<file path="src/rtl/grey_counter_gen_pkg.sv">
// Shared Gray-code helpers and limits for the grey_counter_gen block.
// All helpers work on a 32-bit container and mask to the requested width.
package grey_pkg;

  localparam int MIN_SYNC_STAGES = 2;
  localparam int MAX_WIDTH       = 32;

  function automatic logic [MAX_WIDTH-1:0] f_mask(input int width);
    if (width >= MAX_WIDTH) return '1;
    return (32'd1 << width) - 32'd1;
  endfunction

  function automatic logic [MAX_WIDTH-1:0] f_bin2grey(input logic [MAX_WIDTH-1:0] b,
                                                      input int width);
    return (b ^ (b >> 1)) & f_mask(width);
  endfunction

  function automatic logic [MAX_WIDTH-1:0] f_grey2bin(input logic [MAX_WIDTH-1:0] g,
                                                      input int width);
    logic [MAX_WIDTH-1:0] gm;
    logic [MAX_WIDTH-1:0] b;
    gm = g & f_mask(width);
    b[MAX_WIDTH-1] = gm[MAX_WIDTH-1];
    for (int i = MAX_WIDTH-2; i >= 0; i--) b[i] = b[i+1] ^ gm[i];
    return b;
  endfunction

  // Next code in the increment sequence; the legacy 6-bit counter calls this with width=6.
  function automatic logic [MAX_WIDTH-1:0] f_grey_next(input logic [MAX_WIDTH-1:0] g,
                                                       input int width);
    return f_bin2grey((f_grey2bin(g, width) + 32'd1) & f_mask(width), width);
  endfunction

endpackage

</file>
<file path="src/rtl/grey_counter_gen_if.sv">
// Control and observation bundle of the Gray counter.
interface grey_counter_gen_if #(
  parameter int WIDTH = 6
) ();
  logic             incr_a;
  logic             decr_a;
  logic             sat_mode;
  logic             load;
  logic [WIDTH-1:0] load_val;
  logic [WIDTH-1:0] grey_o;
  logic [WIDTH-1:0] bin_o;
  logic             tc_o;
  logic             at_lim_o;
  logic             changed_o;

  modport master (
    output incr_a, decr_a, sat_mode, load, load_val,
    input  grey_o, bin_o, tc_o, at_lim_o, changed_o
  );

  modport slave (
    input  incr_a, decr_a, sat_mode, load, load_val,
    output grey_o, bin_o, tc_o, at_lim_o, changed_o
  );
endinterface

</file>
<file path="src/rtl/grey_counter_gen_strobe_edge_sync.sv">
// Synchronises one asynchronous strobe and emits a single-cycle pulse per rising edge.
// A strobe already high when reset releases must fall once before it can count.
module strobe_edge_sync
  import grey_pkg::*;
#(
  parameter int SYNC_STAGES = 3
) (
  input  logic clk,
  input  logic rst,
  input  logic a_in,
  output logic pulse_o
);

  localparam int STAGES = (SYNC_STAGES < MIN_SYNC_STAGES) ? MIN_SYNC_STAGES : SYNC_STAGES;

  logic [STAGES-1:0] sync_q;
  logic [STAGES-1:0] fill_q;
  logic              hist_q;
  logic              armed_q;

  // fill_q marks when the last sync stage holds a genuine post-reset sample;
  // arming needs one genuine low sample so a strobe held across reset is ignored.
  always_ff @(posedge clk or negedge rst) begin
    if (!rst) begin
      sync_q  <= '0;
      fill_q  <= '0;
      hist_q  <= 1'b0;
      armed_q <= 1'b0;
    end else begin
      sync_q  <= {sync_q[STAGES-2:0], a_in};
      fill_q  <= {fill_q[STAGES-2:0], 1'b1};
      hist_q  <= sync_q[STAGES-1];
      armed_q <= armed_q | (fill_q[STAGES-1] & ~sync_q[STAGES-1]);
    end
  end

  assign pulse_o = sync_q[STAGES-1] & ~hist_q & armed_q;

endmodule

</file>
<file path="src/rtl/grey_counter_gen.sv">
// Up/down Gray counter with load, wrap/saturate and async strobe inputs.
// Binary and Gray images are registered together from the same next value.
module grey_counter_gen
  import grey_pkg::*;
#(
  parameter int          WIDTH       = 6,
  parameter int          SYNC_STAGES = 3,
  parameter int unsigned RESET_VAL   = 0
) (
  input  logic               clk,
  input  logic               rst,
  grey_counter_gen_if.slave  bus
);

  localparam logic [WIDTH-1:0] MAX_BIN  = '1;
  localparam logic [WIDTH-1:0] RST_BIN  = WIDTH'(RESET_VAL);
  localparam logic [WIDTH-1:0] RST_GREY = RST_BIN ^ (RST_BIN >> 1);

  logic             inc_p;
  logic             dec_p;
  logic [WIDTH-1:0] bin_q, bin_d;
  logic [WIDTH-1:0] grey_q, grey_d;
  logic             tc_q, tc_d;
  logic             chg_q, chg_d;

  strobe_edge_sync #(.SYNC_STAGES(SYNC_STAGES)) u_incr_sync (
    .clk     (clk),
    .rst     (rst),
    .a_in    (bus.incr_a),
    .pulse_o (inc_p)
  );

  strobe_edge_sync #(.SYNC_STAGES(SYNC_STAGES)) u_decr_sync (
    .clk     (clk),
    .rst     (rst),
    .a_in    (bus.decr_a),
    .pulse_o (dec_p)
  );

  // Load beats strobes; simultaneous incr/decr pulses cancel.
  always_comb begin
    bin_d = bin_q;
    tc_d  = 1'b0;
    if (bus.load) begin
      bin_d = bus.load_val;
    end else if (inc_p && !dec_p) begin
      if (bin_q == MAX_BIN) begin
        if (!bus.sat_mode) begin
          bin_d = '0;
          tc_d  = 1'b1;
        end
      end else begin
        bin_d = bin_q + WIDTH'(1);
      end
    end else if (dec_p && !inc_p) begin
      if (bin_q == '0) begin
        if (!bus.sat_mode) begin
          bin_d = MAX_BIN;
          tc_d  = 1'b1;
        end
      end else begin
        bin_d = bin_q - WIDTH'(1);
      end
    end
    grey_d = WIDTH'(f_bin2grey(MAX_WIDTH'(bin_d), WIDTH));
    chg_d  = (grey_d != grey_q);
  end

  always_ff @(posedge clk or negedge rst) begin
    if (!rst) begin
      bin_q  <= RST_BIN;
      grey_q <= RST_GREY;
      tc_q   <= 1'b0;
      chg_q  <= 1'b0;
    end else begin
      bin_q  <= bin_d;
      grey_q <= grey_d;
      tc_q   <= tc_d;
      chg_q  <= chg_d;
    end
  end

  assign bus.bin_o     = bin_q;
  assign bus.grey_o    = grey_q;
  assign bus.tc_o      = tc_q;
  assign bus.changed_o = chg_q;
  assign bus.at_lim_o  = (bin_q == '0) || (bin_q == MAX_BIN);

endmodule

</file>
<file path="src/flat_wrapper.sv">
// flat-port wrapper written by rule: the top's interface ports become plain ports
module grey_counter_gen_flat import grey_pkg::*;
#(
  parameter int          WIDTH       = 6,
  parameter int          SYNC_STAGES = 3,
  parameter int unsigned RESET_VAL   = 0
)
  (clk, rst, bus_incr_a, bus_decr_a, bus_sat_mode, bus_load, bus_load_val, bus_grey_o, bus_bin_o, bus_tc_o, bus_at_lim_o, bus_changed_o);
  grey_counter_gen_if #(.WIDTH(WIDTH)) bus_i ();
  input  logic clk;
  input  logic rst;
  input wire logic [$bits(bus_i.incr_a)-1:0] bus_incr_a;
  input wire logic [$bits(bus_i.decr_a)-1:0] bus_decr_a;
  input wire logic [$bits(bus_i.sat_mode)-1:0] bus_sat_mode;
  input wire logic [$bits(bus_i.load)-1:0] bus_load;
  input wire logic [$bits(bus_i.load_val)-1:0] bus_load_val;
  output wire logic [$bits(bus_i.grey_o)-1:0] bus_grey_o;
  output wire logic [$bits(bus_i.bin_o)-1:0] bus_bin_o;
  output wire logic [$bits(bus_i.tc_o)-1:0] bus_tc_o;
  output wire logic [$bits(bus_i.at_lim_o)-1:0] bus_at_lim_o;
  output wire logic [$bits(bus_i.changed_o)-1:0] bus_changed_o;
  assign bus_i.incr_a = bus_incr_a;
  assign bus_i.decr_a = bus_decr_a;
  assign bus_i.sat_mode = bus_sat_mode;
  assign bus_i.load = bus_load;
  assign bus_i.load_val = bus_load_val;
  assign bus_grey_o = bus_i.grey_o;
  assign bus_bin_o = bus_i.bin_o;
  assign bus_tc_o = bus_i.tc_o;
  assign bus_at_lim_o = bus_i.at_lim_o;
  assign bus_changed_o = bus_i.changed_o;
  grey_counter_gen #(.WIDTH(WIDTH), .SYNC_STAGES(SYNC_STAGES), .RESET_VAL(RESET_VAL)) u_core (.clk(clk), .rst(rst), .bus(bus_i));
endmodule
</file>
<file path="config.mk">
export PLATFORM = sky130hd
export DESIGN_NAME = grey_counter_gen_flat
export DESIGN_NICKNAME = d
export VERILOG_FILES = /design/src/rtl/grey_counter_gen_pkg.sv /design/src/rtl/grey_counter_gen_if.sv /design/src/rtl/grey_counter_gen_strobe_edge_sync.sv /design/src/rtl/grey_counter_gen.sv /design/src/flat_wrapper.sv
export SDC_FILE = /design/constraint.sdc
export NUM_CORES = 1
export LEC_CHECK = 0
export ABC_AREA = 1
export ABC_CLOCK_PERIOD_IN_PS = 4450
export CAP_MARGIN = 30
export CORE_MARGIN = 5
export CORE_UTILIZATION = 45
export DETAILED_ROUTE_END_ITERATION = 6
export PLACE_DENSITY = 0.66
export SLEW_MARGIN = 20
export SYNTH_ARGS = -nofsm -noshare
export SYNTH_HDL_FRONTEND = slang
export SYNTH_HIERARCHICAL = 1
export SYNTH_SLANG_ARGS = --single-unit
export TNS_END_PERCENT = 50
</file>
<file path="constraint.sdc">
create_clock -name clk -period 4.45 [get_ports clk]
set_clock_uncertainty 0.15 [all_clocks]
set_input_delay 0.445 -clock clk [delete_from_list [all_inputs] [get_ports clk]]
set_output_delay 0.445 -clock clk [all_outputs]
set_load 0.05 [all_outputs]
</file>
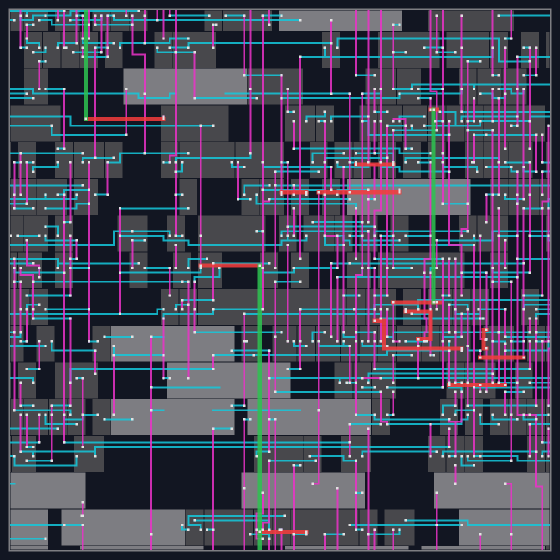
*Zoomed window*
Region (16, 16) to (56, 56) µm. Cells in gray, sequential cells in the stronger gray; small squares are vias.
layer	color
metal 1	cyan
metal 3	red
metal 2	magenta
metal 4	green
cells with their middle in the window	164
sequential cells in the window	12
most frequent	nand2_1 (58), nand3_1 (21), nor2_1 (16)
netlist names of flops here include	`u_core/bus.bin_o` (6), `u_core/u_decr_sync/fill_q` (2)

==> metrics.cfg <==
[final_layout]
register_area_um2=725.7
fin_area_um2=2135
layout.nets=282
layout.sequential_cells=29
antenna_cells=0
comb_share=0.4033
stdcell_count=316
flow.area_growth_from_synthesis_pct=22.03
clock_area_frac=0.04865
lay_top_cells=83 x nand2_1, 29 x nand3_1, 29 x dfrtp_1
lay_top_count=nand2_1
largest_reg_flops=6
signal_buffers=27
num-nonclk-inverters=31
final_core_utilization=0.5744
layout.cells.largest_class=logic gates
layout_clock_buffers=5
logic_area_um2=860.8

[worst_setup_path]
crit_path_end_kind=output pin
reg2reg_setup_slack_ps=2040
timing.rr.start=u_core/bus.bin_o[0]
crit_arrival_ps=2180
worst-path-buf-inv=2
worst_setup_path_startpoint=u_core/bus.bin_o[0]
crit_fanout=7
worstSetupEndpoint=bus_at_lim_o
critical_path.max_stage_delay_ps=800
cpLargestDelayFamily=buffers and inverters
worst_setup_path_start_kind=flip-flop
slowest_stage=clkdlybuf4s50_1
crit_chain=inv_1, ha_1, nand3_2, nand2_1, clkdlybuf4s50_1
worst_case_reg_to_reg_path_depth=17
crit_type=reg2out
r2r_end=u_core/bus.changed_o

[detailed_routing]
ant_nets=0
sum_of_routed_wire_length_over_all_layers_um=3700
via_density_per_instance=4.744
drt-initial-drc-count=124
routed_wire_length_per_instance_um=11.71
met2_length_um=1745
wl_met1_um=1749
post-route-drc-count=0
detail_route.first_pass.iterations=4
vias=1499
met3WireLength_um=155

[clock_tree]
clk_pin_slew_worst_paths_ps=60
insertion_delay_ps=270
post_cts_resize_count=0
clock_tree_from_tritoncts=built
ctsLongestPathBuffers=2
ctsHtreeMaxLevel=2
clock_sinks=29
cts_buffer_count=5
cts-hold-fix-buffers=0
clockRootBuffer=clkbuf_8

[placed_design]
post-place-cells=309
post-dp-hpwl_um=2934
detailedPlace.worstSlack_ps=1961
place.port_buffers=26
routability_cong=0.9865
placement.cell_area_um2=2031

[logic_synthesis]
synthSimpleGateAreaFrac=0.4421
compound_gate_portion_of_the_synthesized_area=0.02146
asyncSetResetFlopFracSynth=1.000
synth-cells-yosys=239
yosys-top-cells-count=83 x nand2_1, 29 x dfrtp_1, 29 x nand3_1
yosys.area.top_type_share=0.4149
edf_count=0
adder_share=0.01431
yosys_area_um2=1749
xor_area_frac=0.01001
seq_cells_post_synth=29
yosysMostFrequentCell=nand2_1
post_synth_main_area_contributors=dfrtp_1 41%, nand2_1 18%, nand3_1 8.3%
synthesis.area_um2=1749
synthesis.area_per_instance_um2=7.319
synth.logic.top_family=simple AND/OR/NAND/NOR gates
synthFlopType=dfrtp_1
post_synthesis_cells=239
synth_seq_share=0.4149
yosysWarnings=6
synth.mux.area_fraction=0
synthesis.nets=253
synth.largest_area_cell=dfrtp_1

[run]
max_cap_violations=0
openroad.warnings=27

[pwr]
leakagePower_nw=1.083
seq-power_mw=0.321
maximum_vdd_drop_uv=278.2
power.largest_group=sequential cells
power_combinational_mw=0.316
p_per_area_nw_per_um2=416.5
netSwitchingFraction=0.3715
combinational_cell_fraction_of_total_power=0.356
clk-power_mw=0.251
seqPwrFrac=0.361
power.clock.fraction=0.283
finalPower_mw=0.8890
total_switching_power_mw=0.3302

[sta]
tns_ps=0
rsz0062_at_grt=false
hold_slack_ps=195.8
timing.final.max_slew_violations=0
final-setup-viol-count=0
min_period_over_period=0.6246
final_hold_viol_count=0
setup_slack_ps=1671
slew-limit-headroom=0.6613

[hold_path]
timing.hold.worst_endpoint=u_core/u_decr_sync/fill_q[2]
hold_path_depth=0
worstHoldStart=u_core/u_decr_sync/fill_q[1]
worstHoldPathType=reg2reg

[grt]
gr-total-overflow=0
globalRouteMet3Util=0.04017
grtUsageTotal=0.1534
top_usage_layer=met2
global_route_met1_utilization=0.1995
grt_first_pass_wirelength_um=6272
number_of_global_route_vias_before_repair=1412
grt_start_max_net_pins=30
number_of_antenna_violations_at_the_first_check_in_global_routing=0
grt.met2_usage=0.2457

[floorplanning]
chipArea_um2=5234
die_y_extent_um=72.35
fp_util=0.4707

[status]
status=finished, final reports clean

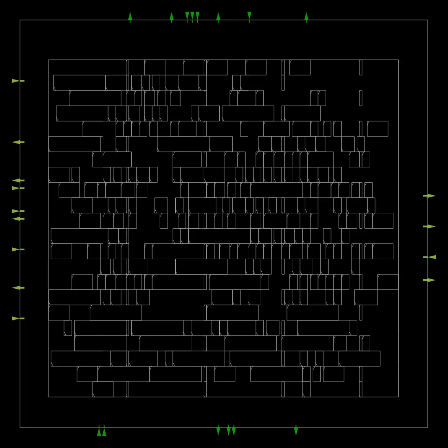
*Cell placement*
flip-flop and latch share of the layout cell area: 0.3400
row count: 22
core area: 3716 µm²
number of well taps: 48
filler instances: 366

